<file path="src/rtl/serial_add_pkg.sv">
// Shared constants and types for the bit-serial adder.
package serial_add_pkg;

    // Default operand/result width.
    localparam int DEFAULT_WIDTH = 14;

    // Controller states.
    typedef enum logic [1:0] {
        IDLE = 2'd0,
        RUN  = 2'd1,
        DONE = 2'd2
    } state_t;

    // Width of a counter that must be able to hold the value w.
    function automatic int cnt_width(input int w);
        return $clog2(w + 1);
    endfunction

    // Bit-counter width for the default operand width.
    localparam int CNT_W = cnt_width(DEFAULT_WIDTH);

endpackage

</file>
<file path="src/rtl/full_add_cell.sv">
// One-bit combinational full adder used by the serial datapath.
module full_add_cell (
    input  logic i_a,
    input  logic i_b,
    input  logic i_cin,
    output logic o_sum,
    output logic o_cout
);

    assign o_sum  = i_a ^ i_b ^ i_cin;
    assign o_cout = (i_a & i_b) | (i_a & i_cin) | (i_b & i_cin);

endmodule

</file>
<file path="src/rtl/serial_add.sv">
// Bit-serial adder: one bit per clock, LSB first, WIDTH cycles per sum.
// Reports unsigned carry-out and signed overflow alongside the result.
module serial_add
    import serial_add_pkg::*;
#(
    parameter int WIDTH = DEFAULT_WIDTH
) (
    input  logic             clk,
    input  logic             rst,
    input  logic             start,
    input  logic [WIDTH-1:0] first_num,
    input  logic [WIDTH-1:0] second_num,
    output logic [WIDTH-1:0] result,
    output logic             carry,
    output logic             overflow,
    output logic             busy,
    output logic             done
);

    localparam int             CW   = cnt_width(WIDTH);
    localparam logic [CW-1:0] LAST = CW'(WIDTH - 1);

    state_t           r_state;
    state_t           w_state_next;
    logic [WIDTH-1:0] r_a;
    logic [WIDTH-1:0] r_b;
    logic [WIDTH-1:0] r_acc;
    logic [WIDTH-1:0] r_result;
    logic             r_c;
    logic             r_carry;
    logic             r_ovf;
    logic [CW-1:0]    r_cnt;
    logic             w_sum;
    logic             w_cout;
    logic             w_load;
    logic             w_last;

    // Current bit pair plus running carry.
    full_add_cell u_cell (
        .i_a    (r_a[0]),
        .i_b    (r_b[0]),
        .i_cin  (r_c),
        .o_sum  (w_sum),
        .o_cout (w_cout)
    );

    assign w_last = (r_state == RUN) && (r_cnt == LAST);

    // State register.
    always_ff @(posedge clk or posedge rst) begin
        if (rst) begin
            r_state <= IDLE;
        end else begin
            r_state <= w_state_next;
        end
    end

    // Next-state logic; a new operation may be accepted from IDLE or DONE.
    always_comb begin
        w_state_next = r_state;
        w_load       = 1'b0;
        case (r_state)
            IDLE: begin
                if (start) begin
                    w_state_next = RUN;
                    w_load       = 1'b1;
                end
            end
            RUN: begin
                if (w_last) begin
                    w_state_next = DONE;
                end
            end
            DONE: begin
                if (start) begin
                    w_state_next = RUN;
                    w_load       = 1'b1;
                end else begin
                    w_state_next = IDLE;
                end
            end
            default: begin
                w_state_next = IDLE;
            end
        endcase
    end

    // Operand shift registers, carry, accumulator and bit counter.
    always_ff @(posedge clk or posedge rst) begin
        if (rst) begin
            r_a   <= '0;
            r_b   <= '0;
            r_acc <= '0;
            r_c   <= 1'b0;
            r_cnt <= '0;
        end else if (w_load) begin
            r_a   <= first_num;
            r_b   <= second_num;
            r_acc <= '0;
            r_c   <= 1'b0;
            r_cnt <= '0;
        end else if (r_state == RUN) begin
            r_a   <= r_a >> 1;
            r_b   <= r_b >> 1;
            r_acc <= {w_sum, r_acc[WIDTH-1:1]};
            r_c   <= w_cout;
            r_cnt <= r_cnt + CW'(1);
        end
    end

    // Result registers update only on the final bit and hold otherwise.
    // Overflow compares the carry into the MSB with the carry out of it.
    always_ff @(posedge clk or posedge rst) begin
        if (rst) begin
            r_result <= '0;
            r_carry  <= 1'b0;
            r_ovf    <= 1'b0;
        end else if (w_last) begin
            r_result <= {w_sum, r_acc[WIDTH-1:1]};
            r_carry  <= w_cout;
            r_ovf    <= r_c ^ w_cout;
        end
    end

    assign result   = r_result;
    assign carry    = r_carry;
    assign overflow = r_ovf;
    assign busy     = (r_state == RUN);
    assign done     = (r_state == DONE);

endmodule

</file>
<file path="config.mk">
export PLATFORM = sky130hd
export DESIGN_NAME = serial_add
export DESIGN_NICKNAME = d
export VERILOG_FILES = /design/src/rtl/serial_add_pkg.sv /design/src/rtl/full_add_cell.sv /design/src/rtl/serial_add.sv
export SDC_FILE = /design/constraint.sdc
export NUM_CORES = 1
export LEC_CHECK = 0
export CAP_MARGIN = 20
export CORE_MARGIN = 1.5
export CORE_UTILIZATION = 44
export CTS_CLUSTER_DIAMETER = 120
export CTS_CLUSTER_SIZE = 24
export DETAILED_ROUTE_END_ITERATION = 8
export PLACE_DENSITY_LB_ADDON = 0.15
export REMOVE_ABC_BUFFERS = 1
export SYNTH_ARGS = -nofsm -noshare
export SYNTH_HDL_FRONTEND = slang
export SYNTH_SLANG_ARGS = --single-unit
</file>
<file path="constraint.sdc">
create_clock -name clk -period 2.5 [get_ports clk]
set_input_delay 0.375 -clock clk [delete_from_list [all_inputs] [get_ports clk]]
set_output_delay 0.375 -clock clk [all_outputs]
set_load 0.02 [all_outputs]
</file>
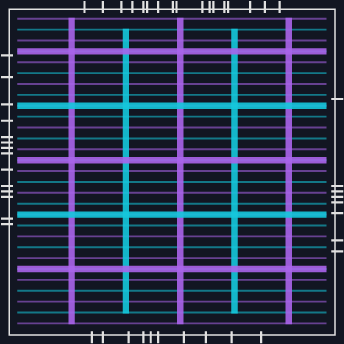
pdn.png
(4 px per um) Pins as bars on the die edge.
legend:
  VDD:
    colour: cyan
  VSS:
    colour: purple
met4 straps: 5
signal pins: 49
met1 rails: 29
Core Area: 5890 um2
Die Ht: 81.1 um
maximum VDD drop: 0.636 mV

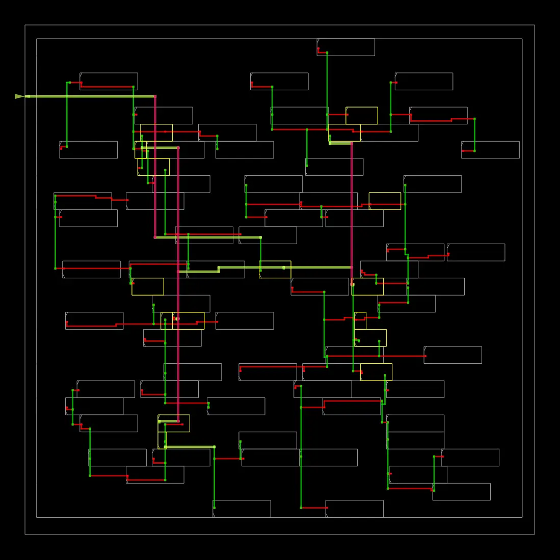
final_clocks.png
clock buf count: 13
worst skew pair latency: 0.33 ns
Power Clock: 0.805 mW
Post-Route Skew: 0.00644 ns

==> flow_summary_export.csv <==
group,metric,value,unit
clock_network,cts_sinks,64,
power,clkPwrFrac,19.7,%
final_layout,drive_above_1_share,11.1,%
setup_path,cp.buffers_inverters,2,
setup_path,cp.arrival,1.69,ns
logic_synthesis,netlist_area,2680,um2
logic_synthesis,yosysChipArea,2680,um2
final_timing,max_slew_margin,67.5,%
final_layout,layout_top_cell,"dfrtp_1",
logic_synthesis,synth_flops,64,
routing,wl_met2,2.42,mm
setup_path,startpoint,"r_state[1]$_DFFE_PP0P_",
power,swShare,35.3,%
grt,met1_usage,23.3,%
final_timing,max_freq,0.485,GHz
setup_path,endpoint,"busy",
routing,dr.max_layer_used,"met4",
grt,grt-ovfl-total,0,
routing,wl_met3,238,um
grt,grt_use_total,17.8,%
grt,grt_max_degree,44,
final_layout,comb_area_share,27.9,%
logic_synthesis,avgSynthCellArea,12.2,um2
final_layout,seq_area,1600,um2
routing,vias,1891,
logic_synthesis,ys_seq_share,59.7,%
logic_synthesis,common_cells,"dfrtp_1 (64), nand2_1 (27), nand3_1 (24)",
logic_synthesis,ys_types,33,
logic_synthesis,edf_count,0,
final_timing,period_needed,2.06,ns
setup_path,cp_slowest_stage_delay,0.60,ns
final_layout,mi_logic_area,940,um2
final_timing,hold_violations,0,
logic_synthesis,mux_share,6.25,%
final_layout,buffers,52,
logic_synthesis,ys_cells,219,
clock_network,root_buffer,"clkbuf_8",
logic_synthesis,yosys-top-cells-area,"dfrtp_1 (60%), a22oi_1 (6.2%), a22o_1 (4.6%)",
logic_synthesis,top_area_cell,"dfrtp_1",
final_layout,dominant_cells,"registers",
logic_synthesis,top_cell,"dfrtp_1",
setup_path,reg2reg_depth,5,
routing,drt-met1-wl,2.43,mm
power,seq_power_share,42.8,%
power,finalPower,4.09,mW
die,tapCellCount,75,
die,chip_area,6570,um2
setup_path,critical_path.cell_chain,"nand2b_1, inv_4, clkdlybuf4s50_1",
flow_run,warning_count,26,
placed_design,dpl.hpwl,3.24,mm
power,internal_power,2.65,mW
setup_path,cpMaxStageDelayCell,"clkdlybuf4s50_1",
final_timing,drv_slew,0,
clock_network,path_clk_slew,0.07,ns
grt,grt_busiest_layer,"met2",
routing,wirelength,5.17,mm
setup_path,r2r_start,"r_state[1]$_DFFE_PP0P_",
power,p_sw,1.44,mW
final_layout,fin_nets,300,
routing,first_pass_iters,4,
routing,vias_per_cell,5.47,
setup_path,r2r_slack,0.80,ns
grt,grt_pass1_wl,8.76,mm
power,p_leak,1.53,nW
final_layout,logic_gates,133,
final_timing,tns,0,ns
clock_network,hold_buffers,0,
logic_synthesis,synthAdderAreaFrac,1.68,%
outcome,run_status,"complete, no violations",
final_layout,diodes,0,
setup_path,worstPathMaxFanout,3,
placed_design,place.gp.congestion,0.721,
routing,post_drt_wl_per_cell,14.9,um
power,powerDensity,1220,nW/um2
power,pwr-share-comb,37.5,%
final_timing,worstMarginPinSlew,0.487,ns
die,ios,49,
placed_design,portBuffers,48,
final_timing,fin_crit_sh,82.6,%
final_layout,clk_share,5.46,%
die,fp_util,45.6,%
logic_synthesis,synthAoiAreaFrac,14.2,%
final_timing,rsz0062_at_grt,"false",
clock_network,cts_buffers,9,
routing,drt-initial-drc-count,115,
setup_path,cp.required,2.12,ns
setup_path,path_delay_family,"buffers and inverters",
logic_synthesis,ff_type,"dfrtp_1",
final_layout,syn2layout_area_growth,25.6,%
clock_network,ctsResizeCount,0,
grt,grt_use_met2,28.0,%
final_layout,fill_cells,506,
clock_network,clockBufferDepth,2,
clock_network,cts_tree,"done",
final_layout,sh_seq_area,47.6,%
final_layout,nonClkBufAreaFrac,15.5,%
die,chipWidth,81.1,um
final_layout,seq_cells,64,
setup_path,end_kind,"output pin",
logic_synthesis,yosysWarnings,0,
routing,antenna_left,0,
routing,post-route-drc-count,0,
logic_synthesis,syn_inst,219,
setup_path,reg2reg_to,"r_a[0]$_DFFE_PP0P_",
grt,antenna_found_initial,0,
clock_network,cts-htree-levels,3,
setup_path,cp-start-kind,"register",
setup_path,crit_type,"reg -> out",
clock_network,cts_setup_buffers,0,
grt,grt_pass1_vias,1937,
## metrics by stage
stage	instances	hold slack [ns]	area [um2]	worst slack [ns]	utilization [%]
6_report	346	0.384	3370	0.436	57.2
5_1_grt	346	0.429	3370	0.377	57.2
4_1_cts	346	0.392	3370	0.417	57.2
3_5_place_dp	330	0.478	3180	0.701	54.1
3_3_place_gp	330	0.470	3180	0.737	54.1
2_1_floorplan	203	0.462	2570	0.433	-
## power groups by stage
stage	Clock [mW]	Sequential (mW)	Combinational, mW
2_1_floorplan	0	1.86	0.857
3_3_place_gp	0	1.76	1.51
3_5_place_dp	0	1.77	1.55
4_1_cts	0.826	1.75	1.56
5_1_grt	0.871	1.82	1.71
6_report	0.805	1.75	1.54
Power figures rest on the tool's default switching activity, not on a simulated workload.
